**Run 1: routing congestion map**

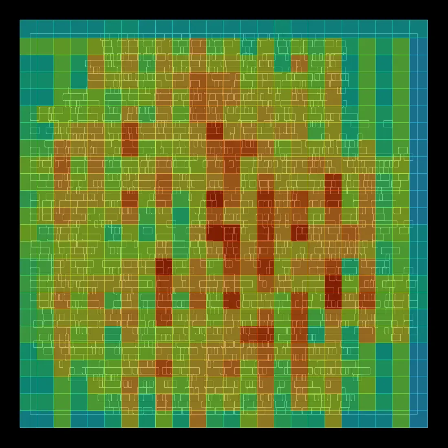
**Run 1: routed clock nets over the placement**

Scale: 3 px per um.
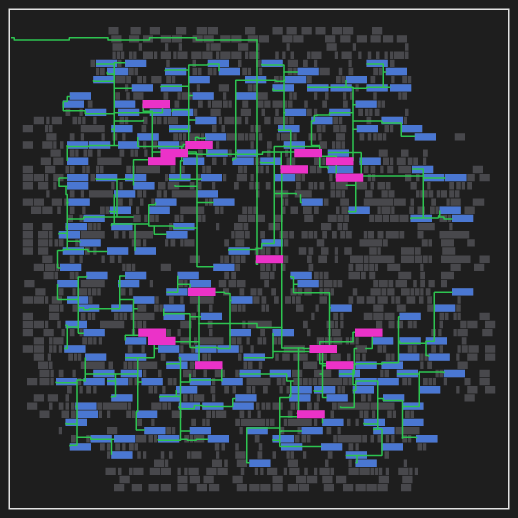
**Run 1: selected gate families**

Scale: 2 px per um.
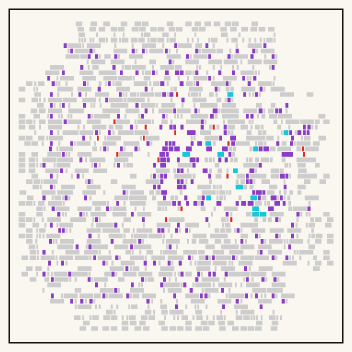
**Run 1: wire density map**

Scale: 2 px per um. The die is cut into 33 by 33 equal tiles; white is low, dark blue is high, scaled to the fullest tile. Values are wire area over tile area, all layers added.
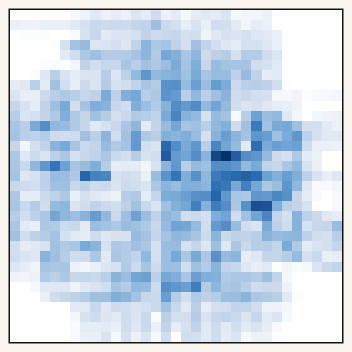
`config.mk`:
```
export PLATFORM = sky130hd
export DESIGN_NAME = axi_arp_tx
export DESIGN_NICKNAME = d
export VERILOG_FILES = /design/src/rtl/axi_arp_tx.sv
export SDC_FILE = /design/constraint.sdc
export NUM_CORES = 1
export LEC_CHECK = 0
export CELL_PAD_IN_SITES_DETAIL_PLACEMENT = 0
export CELL_PAD_IN_SITES_GLOBAL_PLACEMENT = 1
export CORE_MARGIN = 4
export CORE_UTILIZATION = 37
export DETAILED_ROUTE_END_ITERATION = 10
export PLACE_DENSITY_LB_ADDON = 0.3
export SYNTH_ARGS = -nofsm -noshare
export SYNTH_HDL_FRONTEND = slang
export SYNTH_SLANG_ARGS = --single-unit
```
`constraint.sdc`:
```
create_clock -name clk -period 5.1 [get_ports clk]
set_input_delay 1.53 -clock clk [delete_from_list [all_inputs] [get_ports clk]]
set_output_delay 1.53 -clock clk [all_outputs]
set_load 0.1 [all_outputs]
```
`src/rtl/axi_arp_tx.sv`:
```
// ARP frame serialiser: latches one request, streams Ethernet II + ARP bytes on 8-bit AXI4-Stream.
// Latency: first byte valid the cycle after the request is sampled; one byte per cycle thereafter.
// Backpressure: tdata/tlast/tvalid hold while tready is low; requests are only sampled when idle.
module axi_arp_tx #(
  parameter int          PAD_EN    = 1,
  parameter logic [47:0] ETH_BCAST = 48'hffffffffffff
) (
  input  logic        clk,
  input  logic        areset,
  input  logic        arp_tx_req,
  output logic        arp_tx_ack,
  input  logic [15:0] arp_tx_opcode,
  input  logic [47:0] arp_tx_src_mac,
  input  logic [31:0] arp_tx_src_ip,
  input  logic [47:0] arp_tx_dst_mac,
  input  logic [31:0] arp_tx_dst_ip,
  output logic [7:0]  m_axis_tdata,
  output logic        m_axis_tvalid,
  input  logic        m_axis_tready,
  output logic        m_axis_tlast,
  output logic        busy
);

  localparam logic [0:0] S_IDLE = 1'b0;
  localparam logic [0:0] S_SEND = 1'b1;

  // Index of the final byte: padded frames end at the 60-byte minimum.
  localparam logic [5:0] L_LAST = (PAD_EN != 0) ? 6'd59 : 6'd41;

  logic [0:0]  r_state;
  logic [5:0]  r_cnt;
  logic [15:0] r_opcode;
  logic [47:0] r_src_mac;
  logic [31:0] r_src_ip;
  logic [47:0] r_dst_mac;
  logic [31:0] r_dst_ip;
  logic        r_ack;
  logic        r_tvalid;
  logic        r_tlast;
  logic [7:0]  r_tdata;

  logic        w_op_ok;
  logic        w_xfer;
  logic [5:0]  w_cnt_nxt;

  // Byte at position idx of the frame built from the given fields (big-endian per field).
  function automatic logic [7:0] frame_byte(
    input logic [5:0]  idx,
    input logic [15:0] op,
    input logic [47:0] smac,
    input logic [31:0] sip,
    input logic [47:0] dmac,
    input logic [31:0] dip
  );
    logic [47:0] eth_dst;
    logic [47:0] tha;
    logic [47:0] sh48;
    logic [31:0] sh32;
    logic [5:0]  k;
    logic [7:0]  b;
    eth_dst = (op == 16'd1) ? ETH_BCAST : dmac;
    tha     = (op == 16'd1) ? 48'd0 : dmac;
    sh48    = 48'd0;
    sh32    = 32'd0;
    k       = 6'd0;
    b       = 8'h00;
    if (idx <= 6'd5) begin
      sh48 = eth_dst << {idx, 3'b000};
      b    = sh48[47:40];
    end else if (idx <= 6'd11) begin
      k    = idx - 6'd6;
      sh48 = smac << {k, 3'b000};
      b    = sh48[47:40];
    end else if (idx <= 6'd21) begin
      case (idx)
        6'd12:   b = 8'h08;
        6'd13:   b = 8'h06;
        6'd14:   b = 8'h00;
        6'd15:   b = 8'h01;
        6'd16:   b = 8'h08;
        6'd17:   b = 8'h00;
        6'd18:   b = 8'h06;
        6'd19:   b = 8'h04;
        6'd20:   b = op[15:8];
        default: b = op[7:0];
      endcase
    end else if (idx <= 6'd27) begin
      k    = idx - 6'd22;
      sh48 = smac << {k, 3'b000};
      b    = sh48[47:40];
    end else if (idx <= 6'd31) begin
      k    = idx - 6'd28;
      sh32 = sip << {k, 3'b000};
      b    = sh32[31:24];
    end else if (idx <= 6'd37) begin
      k    = idx - 6'd32;
      sh48 = tha << {k, 3'b000};
      b    = sh48[47:40];
    end else if (idx <= 6'd41) begin
      k    = idx - 6'd38;
      sh32 = dip << {k, 3'b000};
      b    = sh32[31:24];
    end
    return b;
  endfunction

  assign w_op_ok   = (arp_tx_opcode == 16'd1) || (arp_tx_opcode == 16'd2);
  assign w_xfer    = r_tvalid && m_axis_tready;
  assign w_cnt_nxt = r_cnt + 6'd1;

  // Request acceptance, field latching and byte sequencing with registered stream outputs.
  always_ff @(posedge clk) begin
    if (areset) begin
      r_state   <= S_IDLE;
      r_cnt     <= 6'd0;
      r_opcode  <= 16'd0;
      r_src_mac <= 48'd0;
      r_src_ip  <= 32'd0;
      r_dst_mac <= 48'd0;
      r_dst_ip  <= 32'd0;
      r_ack     <= 1'b0;
      r_tvalid  <= 1'b0;
      r_tlast   <= 1'b0;
      r_tdata   <= 8'h00;
    end else begin
      r_ack <= 1'b0;
      if (r_state == S_IDLE) begin
        if (arp_tx_req) begin
          r_opcode  <= arp_tx_opcode;
          r_src_mac <= arp_tx_src_mac;
          r_src_ip  <= arp_tx_src_ip;
          r_dst_mac <= arp_tx_dst_mac;
          r_dst_ip  <= arp_tx_dst_ip;
          r_ack     <= 1'b1;
          // Unknown opcodes are acknowledged but dropped silently.
          if (w_op_ok) begin
            r_state  <= S_SEND;
            r_cnt    <= 6'd0;
            r_tvalid <= 1'b1;
            r_tlast  <= 1'b0;
            r_tdata  <= frame_byte(6'd0, arp_tx_opcode, arp_tx_src_mac,
                                   arp_tx_src_ip, arp_tx_dst_mac, arp_tx_dst_ip);
          end
        end
      end else if (w_xfer) begin
        if (r_cnt == L_LAST) begin
          r_state  <= S_IDLE;
          r_cnt    <= 6'd0;
          r_tvalid <= 1'b0;
          r_tlast  <= 1'b0;
          r_tdata  <= 8'h00;
        end else begin
          r_cnt   <= w_cnt_nxt;
          r_tlast <= (w_cnt_nxt == L_LAST);
          r_tdata <= frame_byte(w_cnt_nxt, r_opcode, r_src_mac,
                                r_src_ip, r_dst_mac, r_dst_ip);
        end
      end
    end
  end

  assign arp_tx_ack    = r_ack;
  assign m_axis_tvalid = r_tvalid;
  assign m_axis_tlast  = r_tlast;
  assign m_axis_tdata  = r_tdata;
  assign busy          = (r_state != S_IDLE);

endmodule

```
==> out/metrics.cfg, run 1 <==
[cells_and_area]
seqCellArea_um2=3890
biggestCellCategory=multi-input combinational cells
clock_area_share_pct=4.99
final_cell_mix=nand2_1, a21oi_1, dfxtp_1, clkdlybuf4s50_1, o21ai_0
n_all_buffers=205
final_cells=1661
n_clock_buffer=17
sh_seq_area_pct=32.6
drive_gt1_share_pct=6.81

[min_path]
hold_start=r_dst_ip[19]$_SDFFE_PP0P_

[flow_run]
drv_cap=0

[logic_synthesis]
adder_share_pct=1.35
synth_chip_area_um2=9240
syn_area_per_cell_um2=7.78
ys_cells=1187
common_cells=nand2_1, a21oi_1, dfxtp_1
syn_nets=1377
synthTopCellsByArea=dfxtp_1, nand2_1, a21oi_1
ys_sh_aoi_pct=18.8
ys_warn_count=0
edf_count=0
synth_cells=1187

[clocking]
cts_setup_buffers=0
clock_path_buffers=2
cts.sinks=194
cts_resized=0
clock_latency_ns=0.43
cts_buffers=17
cts_hold_buffers=0
path_clk_slew_ns=0.07

[floorplan]
rows=57
core_um2=24500
fp_util_pct=37.8
die_w_um=166
die-area_um2=27600
tapCellCount=324
die_y_um=166

[power]
p_leak_uw=0.00428
power.switching_uw=866
power_uw=3350
power_frac_comb_pct=11.0
peakVddDrop_v=0.000189
power_density_nw_per_um2=281

[sta]
rsz0062_at_grt=false
fmax_ghz=0.255
hold_ws_ns=0.453
timing_hold_violations_final=0
setup-tns-final_ns=0
slew_headroom_pct=22.1
slew_violations=0

[critical_path]
cpMaxStageDelayCell=dfxtp_4
start_kind=flop
cp.required_ns=5.48
timing_worst_setup_path_type=flop to flop
reg2regPathDepth=12
critPathMaxStageDelay_ns=0.71
crit_top_cell=ha_1
cp.depth=12
cp_top_family=AND-OR/OR-AND gates

[place]
gp_congestion=0.912
placed_cell_area_um2=11300
placed_cells=1629

[drt]
met3WireLength_um=1500
drtIter0Drc=621
wl_per_cell_um=17.4
met1Wirelength_um=13300
ant_nets=0

[global_routing]
grt_pass1_vias=8519
overflow=0
grt_pass1_wl_um=45900
grt_use_met2_pct=33.2
grt.met1_usage_pct=28.4

[status]
status=finished, final reports clean

Back to the opening pictures, 'routing congestion map':
Finished Core Util: 48.7%
GRT Total Usage: 20.5%
met3 Use GR: 4.19%
most crowded layer after global routing: met2

Back to the opening pictures, 'routed clock nets over the placement':
[magenta] clock-net drivers | count: 17
[blue] flip-flops | count: 194
[green] clock wires | length: 2,310 um
routed clock nets	18

Back to the opening pictures, 'selected gate families':
color	family	cells
red	inv cells	16
cyan	non-inverting ao/oa cells	13
purple	aoi and oai cells	298

Back to the opening pictures, 'wire density map':
mean over tiles	0.17
nearly empty tiles	15%
emptiest ninth of the die	north-east
tiles over half the peak	10%
fullest tile	0.65
Routed WL: 28,900 um
vias: 8,757

==> run 1 -> run 2 <==
- clock period: 5.1 -> 3.8 ns (I/O delays scaled with it)
==> run 2 against run 1 <==
Worst setup slack got worse by 0.76 ns. Count of clock-buffer cells in the layout grew 1. Flip-flop count is the same. Critical path depth down 3. Final cell count grew 0.54%. Sequential share of layout area fell by 0.12 points. Area after synthesis did not move. Synthesized cell count stayed put. First-iteration DRC count rose by 19%. Critical endpoint is now m_axis_tdata[0]$_SDFFE_PP0P_. Largest cell class unchanged.
==> out/metrics.cfg, run 2 <==
[status]
status=finished, final reports clean

[cells_and_area]
clock_area_share_pct=4.93  ; -0.061 points
final_cell_mix=nand2_1, a21oi_1, dfxtp_1, clkdlybuf4s50_1
biggestCellCategory=multi-input combinational cells
utilization_pct=48.9  ; +0.18 points
drive_gt1_share_pct=8.25  ; +1.4 points
n_clock_buffer=18  ; +1

[logic_synthesis]
ys_warn_count=0  ; unchanged
edf_count=0  ; unchanged
syn_area_per_cell_um2=7.78  ; unchanged
synthTopCellsByArea=dfxtp_1, nand2_1, a21oi_1
adder_share_pct=1.35  ; unchanged
ys_sh_aoi_pct=18.8  ; unchanged
common_cells=nand2_1, a21oi_1, dfxtp_1
syn_nets=1377  ; unchanged
synth_cells=1187  ; unchanged

[power]
power_uw=4480  ; +34%
power.switching_uw=1200  ; +38%
power_frac_comb_pct=11.2  ; +0.2 points
p_leak_uw=0.00435  ; +1.6%
power_density_nw_per_um2=374  ; +33%

[clocking]
clock_path_buffers=2  ; unchanged
cts_resized=0  ; unchanged
cts_tree=yes
cts.sinks=194  ; unchanged
cts_hold_buffers=0  ; unchanged
cts_setup_buffers=0  ; unchanged
cts_buffers=17  ; unchanged
clock_latency_ns=0.45  ; +0.02 ns
path_clk_slew_ns=0.08  ; about the same

[sta]
fmax_ghz=0.295  ; +16%
timing_hold_violations_final=0  ; unchanged
slew_violations=0  ; unchanged
rsz0062_at_grt=false

[global_routing]
grt_pass1_wl_um=45900  ; about the same
grt_busiest_layer=met2
grt.met1_usage_pct=28.9  ; +0.45 points
grt_use_met2_pct=33.2  ; -0.071 points
grt_pass1_vias=8336  ; -2.1%
grt.met3_usage_pct=4.62  ; +0.43 points

[floorplan]
core_um2=24500  ; unchanged
rows=57  ; unchanged
die-area_um2=27600  ; unchanged
die_y_um=166  ; unchanged
die_w_um=166  ; unchanged
fp_util_pct=37.8  ; unchanged

[drt]
met1Wirelength_um=13400  ; +1.4%
drtIter0Drc=736  ; +19%
ant_nets=0  ; unchanged
met3WireLength_um=1750  ; +17%

[flow_run]
drv_cap=0  ; unchanged

[critical_path]
cp_top_family=simple AND/OR/NAND/NOR gates
start_kind=flop
timing_worst_setup_path_type=flop to flop
reg2regPathDepth=9  ; -3
cp.depth=9  ; -3
cpMaxStageDelayCell=nor2_1

[place]
gp_congestion=0.913  ; about the same
placed_cell_area_um2=11400  ; +0.44%
placed_cells=1638  ; +0.55%

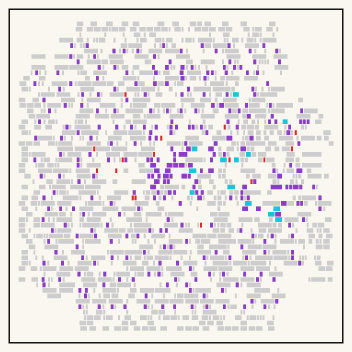
**Above:** run 2 (selected gate families).
Scale: 2 px per um.
color	family	cells
purple	aoi and oai cells	298
red	inv cells	16
cyan	non-inverting ao/oa cells	13
Non-Filler Instances: 1,670
combinational share of cell area: 41.3%

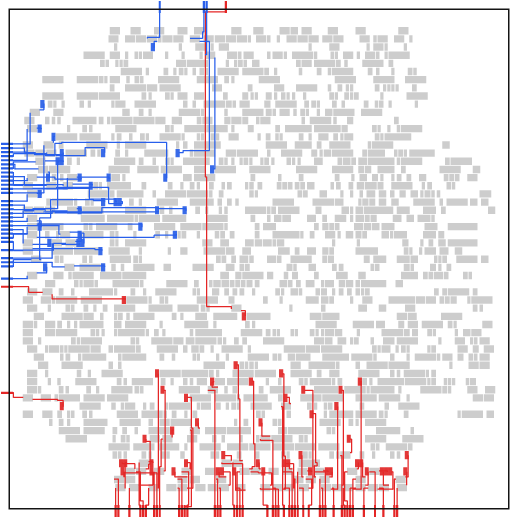
**Above:** run 2 (nets reached from selected ports).
Scale: 3 px per um.
color	port	direction	end cells	buffers	wire
red	arp_tx_src_mac	input	48	48	1,320 um
blue	arp_tx_src_ip	input	32	32	997 um
PortBufs: 191
IO Pins: 192

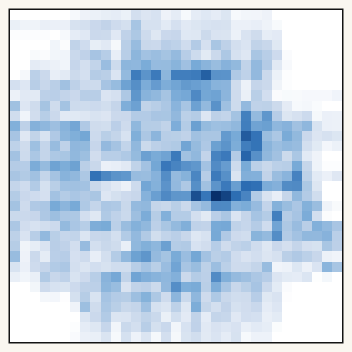
**Above:** run 2 (wire density map).
Scale: 2 px per um. The die is cut into 33 by 33 equal tiles; white is low, dark blue is high, scaled to the fullest tile. Values are wire area over tile area, all layers added.
WL/cell: 17.7 um
vias: 8,727
Routed WL: 29,500 um
GRT Total Usage: 20.7%

==> run 2 -> run 3 <==
- CTS_CLUSTER_DIAMETER: not set -> 80
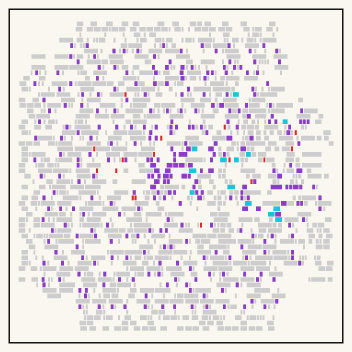
**Above:** run 3 (selected gate families).
Scale: 2 px per um.
most numerous logic cell after layout: nand2_1

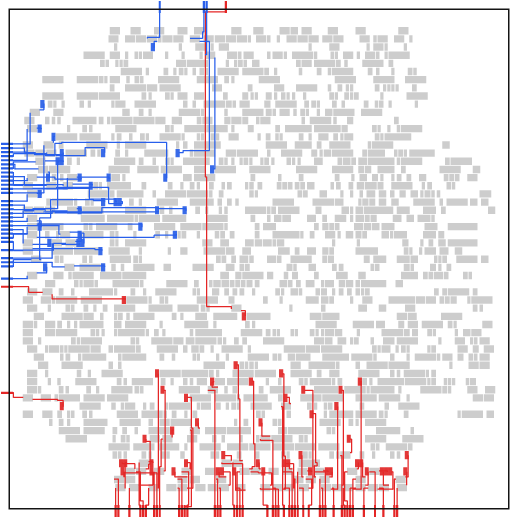
**Above:** run 3 (nets reached from selected ports).
Scale: 3 px per um.
color	port	direction	end cells	buffers	wire
red	arp_tx_src_mac	input	48	48	1,320 um
blue	arp_tx_src_ip	input	32	32	997 um

==> run 3 against run 2 <==
Worst setup slack is the same. Synthesized cell count is the same. Clock power is essentially flat. Core utilization is the same. Total power is the same. Design area is the same. Highest routed layer unchanged.
==> out/metrics.cfg, run 3 <==
[place]
numPortBuffers=191  ; unchanged
placed_cells=1638  ; unchanged
placed_cell_area_um2=11400  ; unchanged

[cells_and_area]
drive_gt1_share_pct=8.25  ; unchanged
comb_area_um2=4940
n_clock_buffer=18  ; unchanged
final_cell_mix=nand2_1, a21oi_1, dfxtp_1, clkdlybuf4s50_1
clock_area_share_pct=4.93  ; unchanged
final_cells=1670  ; unchanged
biggestCellCategory=multi-input combinational cells
utilization_pct=48.9  ; unchanged
comb_share_pct=41.3  ; unchanged

[power]
power_frac_comb_pct=11.2  ; about the same
power.switching_uw=1200  ; unchanged
power_uw=4480  ; unchanged
p_leak_uw=0.00435  ; unchanged
power_density_nw_per_um2=374  ; unchanged

[drt]
ant_nets=0  ; unchanged
wl_per_cell_um=17.7  ; unchanged
met3WireLength_um=1750  ; unchanged
drtIter0Drc=736  ; unchanged
wirelength_um=29500  ; unchanged
met1Wirelength_um=13400  ; unchanged
dr_total_vias=8727  ; unchanged

[global_routing]
grt.met3_usage_pct=4.62  ; unchanged
grt.met1_usage_pct=28.9  ; unchanged
grt_busiest_layer=met2
grt_pass1_vias=8336  ; unchanged
grt_pass1_wl_um=45900  ; unchanged
globalRouteTotalUtil_pct=20.7  ; unchanged
grt_use_met2_pct=33.2  ; unchanged

[flow_run]
drv_cap=0  ; unchanged

[critical_path]
critPathMaxStageDelay_ns=0.58
critPathCaptureType=flop
cpMaxStageDelayCell=nor2_1
start_kind=flop
reg2regPathDepth=9  ; unchanged
cp_top_family=simple AND/OR/NAND/NOR gates
cp.depth=9  ; unchanged
timing_worst_setup_path_type=flop to flop

[sta]
timing_hold_violations_final=0  ; unchanged
fmax_ghz=0.295  ; unchanged
slew_violations=0  ; unchanged
rsz0062_at_grt=false

[floorplan]
fp_util_pct=37.8  ; unchanged
rows=57  ; unchanged
die_y_um=166  ; unchanged
die-area_um2=27600  ; unchanged
core_um2=24500  ; unchanged
ios=192  ; unchanged
die_w_um=166  ; unchanged

[clocking]
cts.sinks=194  ; unchanged
cts_setup_buffers=0  ; unchanged
cts_resized=0  ; unchanged
cts_tree=yes
cts_buffers=17  ; unchanged
cts_hold_buffers=0  ; unchanged
clock_path_buffers=2  ; unchanged
path_clk_slew_ns=0.08  ; about the same

[logic_synthesis]
ys_seq_share_pct=42.0
edf_count=0  ; unchanged
ys_sh_aoi_pct=18.8  ; unchanged
common_cells=nand2_1, a21oi_1, dfxtp_1
synth_cells=1187  ; unchanged
xor_area_share_pct=1.81
syn_nets=1377  ; unchanged
ys_warn_count=0  ; unchanged
adder_share_pct=1.35  ; unchanged
synthTopCellsByArea=dfxtp_1, nand2_1, a21oi_1
syn_area_per_cell_um2=7.78  ; unchanged

[status]
status=finished, final reports clean

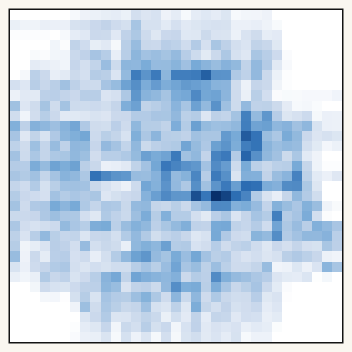
**Above:** run 3 (wire density map).
Scale: 2 px per um. The die is cut into 33 by 33 equal tiles; white is low, dark blue is high, scaled to the fullest tile. Values are wire area over tile area, all layers added.
nearly empty tiles	14%
emptiest ninth of the die	north-east
fullest tile	0.65

Power and IR drop assume default switching activity.
